$ cat config.mk
export PLATFORM = sky130hd
export DESIGN_NAME = parking_gate_arbiter
export DESIGN_NICKNAME = d
export VERILOG_FILES = /design/src/rtl/parking_gate_arbiter.sv
export SDC_FILE = /design/constraint.sdc
export NUM_CORES = 1
export LEC_CHECK = 0
export CORE_AREA = 2 2 39 41
export CTS_BUF_LIST = sky130_fd_sc_hd__clkbuf_16
export CTS_CLUSTER_DIAMETER = 60
export CTS_CLUSTER_SIZE = 28
export DETAILED_ROUTE_END_ITERATION = 6
export DIE_AREA = 0 0 41 43
export HOLD_SLACK_MARGIN = 0.05
export PLACE_DENSITY_LB_ADDON = 0.05
export SYNTH_ARGS = -nofsm -noshare
export SYNTH_HDL_FRONTEND = slang
export SYNTH_SLANG_ARGS = --single-unit
$ cat constraint.sdc
create_clock -name clk -period 4.7 [get_ports clk]
set_clock_uncertainty 0.15 [all_clocks]
set_input_delay 0.94 -clock clk [delete_from_list [all_inputs] [get_ports clk]]
set_output_delay 0.94 -clock clk [all_outputs]
set_load 0.02 [all_outputs]
$ cat src/rtl/parking_gate_arbiter.sv
// Shares one barrier gate between entry and exit lanes, sequences the gate through gate_ack, tracks lot occupancy.
// Optional open-timeout forced close is enabled by defining GATE_ARB_TIMEOUT_EN.
module parking_gate_arbiter #(
  parameter int CAPACITY     = 8,
  parameter int CNT_W        = 4,
  parameter int OPEN_TIMEOUT = 16
) (
  input  logic             clk,
  input  logic             rst,
  input  logic             entry_req,
  input  logic             exit_req,
  input  logic             vehicle_passed,
  input  logic             gate_ack,
  output logic             entry_grant,
  output logic             exit_grant,
  output logic             open_gate,
  output logic             close_gate,
  output logic [CNT_W-1:0] occupancy,
  output logic             lot_full,
  output logic             timeout_alarm
);

  typedef enum logic [1:0] {IDLE, OPENING, OPEN, CLOSING} state_t;
  typedef enum logic [1:0] {OWN_NONE, OWN_ENTRY, OWN_EXIT} owner_t;

  localparam logic [CNT_W-1:0] CAP = CNT_W'(CAPACITY);
  localparam logic [CNT_W-1:0] ONE = CNT_W'(1);

  if (CAPACITY < 1 || CAPACITY >= (1 << CNT_W)) begin : g_bad_capacity
    $error("CAPACITY must be at least 1 and fit in CNT_W bits");
  end
  if (OPEN_TIMEOUT < 1) begin : g_bad_timeout
    $error("OPEN_TIMEOUT must be at least 1");
  end

  state_t           state_q, state_d;
  owner_t           owner_q, owner_d;
  logic             last_exit_q, last_exit_d;
  logic [CNT_W-1:0] occ_q, occ_d;
  logic             entry_ok;
  logic             expired;
  logic             timeout_fire;

`ifdef GATE_ARB_TIMEOUT_EN
  localparam int              TMR_W    = $clog2(OPEN_TIMEOUT) + 1;
  localparam logic [TMR_W-1:0] TMR_LAST = TMR_W'(OPEN_TIMEOUT - 1);

  logic [TMR_W-1:0] timer_q, timer_d;
  logic             alarm_q, alarm_d;

  assign expired = (timer_q == TMR_LAST);

  always_comb begin
    timer_d = timer_q;
    alarm_d = timeout_fire;
    // Timer restarts as the gate reaches OPEN and stops at its terminal value.
    if (state_q == OPENING && gate_ack) begin
      timer_d = '0;
    end else if (state_q == OPEN && !expired) begin
      timer_d = timer_q + TMR_W'(1);
    end
  end

  always_ff @(posedge clk) begin
    if (rst) begin
      timer_q <= '0;
      alarm_q <= 1'b0;
    end else begin
      timer_q <= timer_d;
      alarm_q <= alarm_d;
    end
  end

  assign timeout_alarm = alarm_q;
`else
  assign expired       = 1'b0;
  assign timeout_alarm = 1'b0;
`endif

  assign lot_full = (occ_q == CAP);
  assign entry_ok = entry_req && !lot_full;

  always_comb begin
    state_d      = state_q;
    owner_d      = owner_q;
    last_exit_d  = last_exit_q;
    occ_d        = occ_q;
    timeout_fire = 1'b0;
    case (state_q)
      IDLE: begin
        // Contention goes to whichever lane was not served last.
        if (entry_ok && exit_req) begin
          owner_d = last_exit_q ? OWN_ENTRY : OWN_EXIT;
          state_d = OPENING;
        end else if (entry_ok) begin
          owner_d = OWN_ENTRY;
          state_d = OPENING;
        end else if (exit_req) begin
          owner_d = OWN_EXIT;
          state_d = OPENING;
        end
      end
      OPENING: begin
        if (gate_ack) state_d = OPEN;
      end
      OPEN: begin
        if (vehicle_passed) begin
          state_d = CLOSING;
          if (owner_q == OWN_ENTRY && occ_q < CAP) begin
            occ_d = occ_q + ONE;
          end else if (owner_q == OWN_EXIT && occ_q != '0) begin
            occ_d = occ_q - ONE;
          end
        end else if (expired) begin
          state_d      = CLOSING;
          timeout_fire = 1'b1;
        end
      end
      CLOSING: begin
        if (gate_ack) begin
          state_d     = IDLE;
          last_exit_d = (owner_q == OWN_EXIT);
          owner_d     = OWN_NONE;
        end
      end
      default: state_d = IDLE;
    endcase
  end

  always_ff @(posedge clk) begin
    if (rst) begin
      state_q     <= IDLE;
      owner_q     <= OWN_NONE;
      last_exit_q <= 1'b1;
      occ_q       <= '0;
    end else begin
      state_q     <= state_d;
      owner_q     <= owner_d;
      last_exit_q <= last_exit_d;
      occ_q       <= occ_d;
    end
  end

  assign entry_grant = (state_q == OPENING || state_q == OPEN) && owner_q == OWN_ENTRY;
  assign exit_grant  = (state_q == OPENING || state_q == OPEN) && owner_q == OWN_EXIT;
  assign open_gate   = (state_q == OPENING);
  assign close_gate  = (state_q == CLOSING);
  assign occupancy   = occ_q;

endmodule

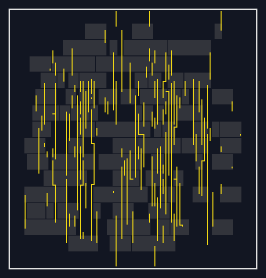
(images/layer_met2.png)
Scale: 6 px per µm. Cells faint in the background.
nets with wire on the layer: 84
share of all routed wire: 47%
longest straight run: 23.1 µm
main direction: vertical
wire length on this layer: 605 µm
overall routed net length: 1283 µm
met2 global-route usage: 0.2875
via count: 538

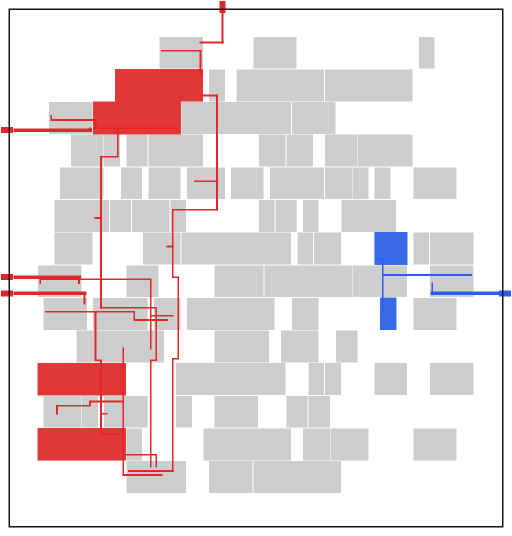
(images/io_fan.png)
Scale: 12 px per µm.
legend:
  red:
    port: `occupancy`
    bits: 4
    direction: output
    edge: 3 west, 1 north
    end_cells: 4
    buffers: 4
    wire: 183 µm
  blue:
    port: `gate_ack`
    bits: 1
    direction: input
    edge: east
    end_cells: 2
    buffers: 1
    wire: 18.5 µm
Top Ports: 16
number of port buffers: 14

==> run notes <==
The full implementation flow was run.

The number of synthesized register bits stands at 9. The worst register-to-register path ends at occupancy[3]$_SDFFE_PP0P_. The horizontal die size stands at 41 µm. According to the CTS report, the clock sink count is 9. The longest incremental delay of any stage on the critical path is reported as 0.60 ns. When the netlist entered floorplanning its net count stood at 81. The buffer count from post-CTS setup fixing stands at 0.

The power report attributes to the clock group a share of 0.346. Once placement finished, the instance area stood at 774.5 µm². The mean number of vias per cell stands at 5.380. The combinational group share of total power stands at 0.390.

Per the skew report, the later register of the worst-skew pair sees a clock latency of 0.23 ns. The run finished with clean final reports. The worst setup path is captured at an output port.

The aggregate global routing overflow stands at 0. According to the floorplan report, the die height is 43 µm. The core area stands at 1384 µm². The worst-case reg-to-reg path depth stands at 6. The total of fill cells in the finished design stands at 130. The synthesized netlist has a Yosys-reported chip area of 625.6 µm². Detailed-route iteration 0 reported a violation count of 6. The worst-case IR drop observed on VDD is 281.0 µV. According to the floorplan log, the row count is 14. The worst hold slack after final layout stands at 0.3138 ns. By startpoint and endpoint, the worst setup path is classified as reg -> out. After synthesis, the mean cell area works out to 9.200 µm². Among all stages on the critical path, the largest delay is contributed by sky130_fd_sc_hd__or4b_4. During synthesis, Yosys emitted a total of 0 warnings. Setup repair after global routing left no endpoint under its margin. STA classifies the critical path startpoint as a flop. In the final report, the number of endpoints failing setup comes to 0. After routing, the total negative slack on setup checks comes to 0 ns. On the critical path the data arrives at 1.87 ns. Per the TritonCTS log, the buffer count is 3. The script extracted a net switching power of 0.0001416 W. The endpoint required time on the critical path stands at 3.61 ns.
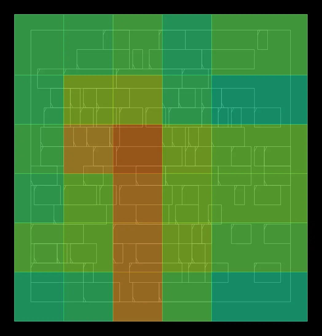
(images/congestion.png)
drt wl/cell: 12.83 µm
global-route usage over all layers: 0.1850
met3 usage: 0.04712
met1 track utilization from global routing: 0.2204
busiest grt layer: met2

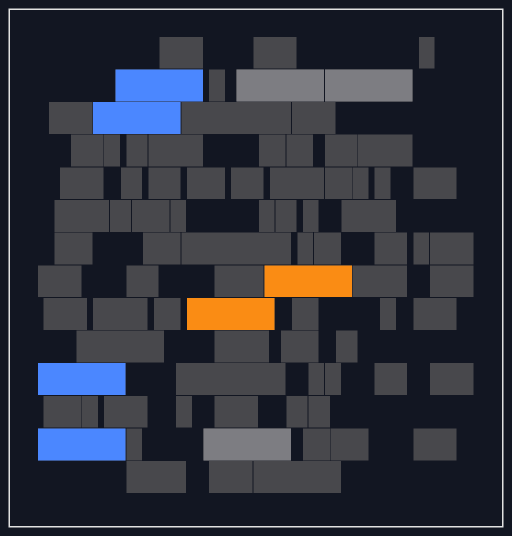
(images/flops_by_reg.png)
Scale: 12 px per µm.
legend:
  orange:
    signal: `owner_q`
    placed_flops: 2
  blue:
    signal: `occupancy`
    placed_flops: 4
register share of the cell area: 0.2111
area occupied by registers: 180.2 µm²
end-of-flow core utilization: 0.6166
Flop+latch power: 0.000111 W

[synthesized netlist by cell type, drive strengths merged, types with 2 or more instances]
library cell,n,area share
a211oi,2,0.044
a21o,2,0.024
a21oi,2,0.016
dfxtp,9,0.29
ha,6,0.12
inv,6,0.036
mux2i,2,0.032
nand2,2,0.012
nand2b,4,0.040
nand3,2,0.016
nor2,6,0.036
nor3,2,0.016
o21a,2,0.024
xnor2,2,0.028
[state kept, by name, summed over array words and instances (netlist names)]
name	cells
occupancy	4
owner_q	2
state_q	2
last_exit_q	1
[how the worst max path moves through the flow]
stage                               from         end  slack, ns
5_1_grt          state_q[0]$_SDFFE_PP0P_  exit_grant       1.66
2_1_floorplan    state_q[0]$_SDFFE_PP0P_  exit_grant       2.37
4_1_cts        occupancy[0]$_SDFFE_PP0P_    lot_full       1.73
6_report       occupancy[0]$_SDFFE_PP0P_    lot_full       1.74
3_3_place_gp   occupancy[0]$_SDFFE_PP0P_    lot_full       2.01
3_5_place_dp   occupancy[0]$_SDFFE_PP0P_    lot_full       1.98
[logic make-up (layout without fill, tap and decap cells)]
kind of cell / after synthesis / count (layout) / synth area share
xor gates and xnor gates: 2 / 2 / 0.02801
adders and majority gates: 7 / 7 / 0.1520
other: 1 / 1 / 0.005994
muxes: 2 / 2 / 0.03200
buffers and inverters: 8 / 24 / 0.05400
AOI/OAI and AO/OA: 16 / 16 / 0.2200
DFF: 9 / 9 / 0.2880
and+or+nand+nor: 23 / 23 / 0.2200
[critical path: cells and delay by family, from the launching register on]
kind / cells / cell delay [ns]
and+or+nand+nor: 1 / 0.60
buffers and inverters: 2 / 0.67
DFF: 1 / 0.37
[through the flow]
| stage | setup slack (ns) | std cells | power [W] |
|---|---|---|---|
| final | 1.743 | 100 | 0.0004211 |
| after detailed placement | 1.982 | 96 | 0.0002756 |
| after global placement | 2.014 | 96 | 0.0002743 |
| after CTS | 1.727 | 100 | 0.0004247 |
| after floorplan | 2.371 | 68 | 0.0002266 |
| after global routing | 1.664 | 100 | 0.0004512 |
[layout make-up]
class / instances / area (µm²) / area share
well taps: 16 / 20.02 / 0.02346
clock buffers: 3 / 75.07 / 0.08798
flip-flops and latches: 9 / 180.2 / 0.2111
repair buffers: 14 / 140.1 / 0.1642
multi-input cells: 51 / 411.6 / 0.4824
inverters: 6 / 22.52 / 0.02639
clock inverters: 1 / 3.754 / 0.004399
[power by group through the flow]
stage	logic, W	registers (W)	clock network, W
2_1_floorplan	0.000117	0.000109	0
3_3_place_gp	0.000162	0.000112	0
3_5_place_dp	0.000164	0.000112	0
4_1_cts	0.000167	0.000111	0.000147
5_1_grt	0.000184	0.000114	0.000154
6_report	0.000164	0.000111	0.000146
[routing by layer]
metal / track usage / vias to the layer above / wire [µm]
li1: - / 274 / -
met1: 0.2204 / 244 / 578
met2: 0.2875 / 16 / 604
met3: 0.04712 / 4 / 70
met4: 0.1000 / 0 / 29
met5: 0 / - / 0
Power is estimated from default activity; no workload was simulated.
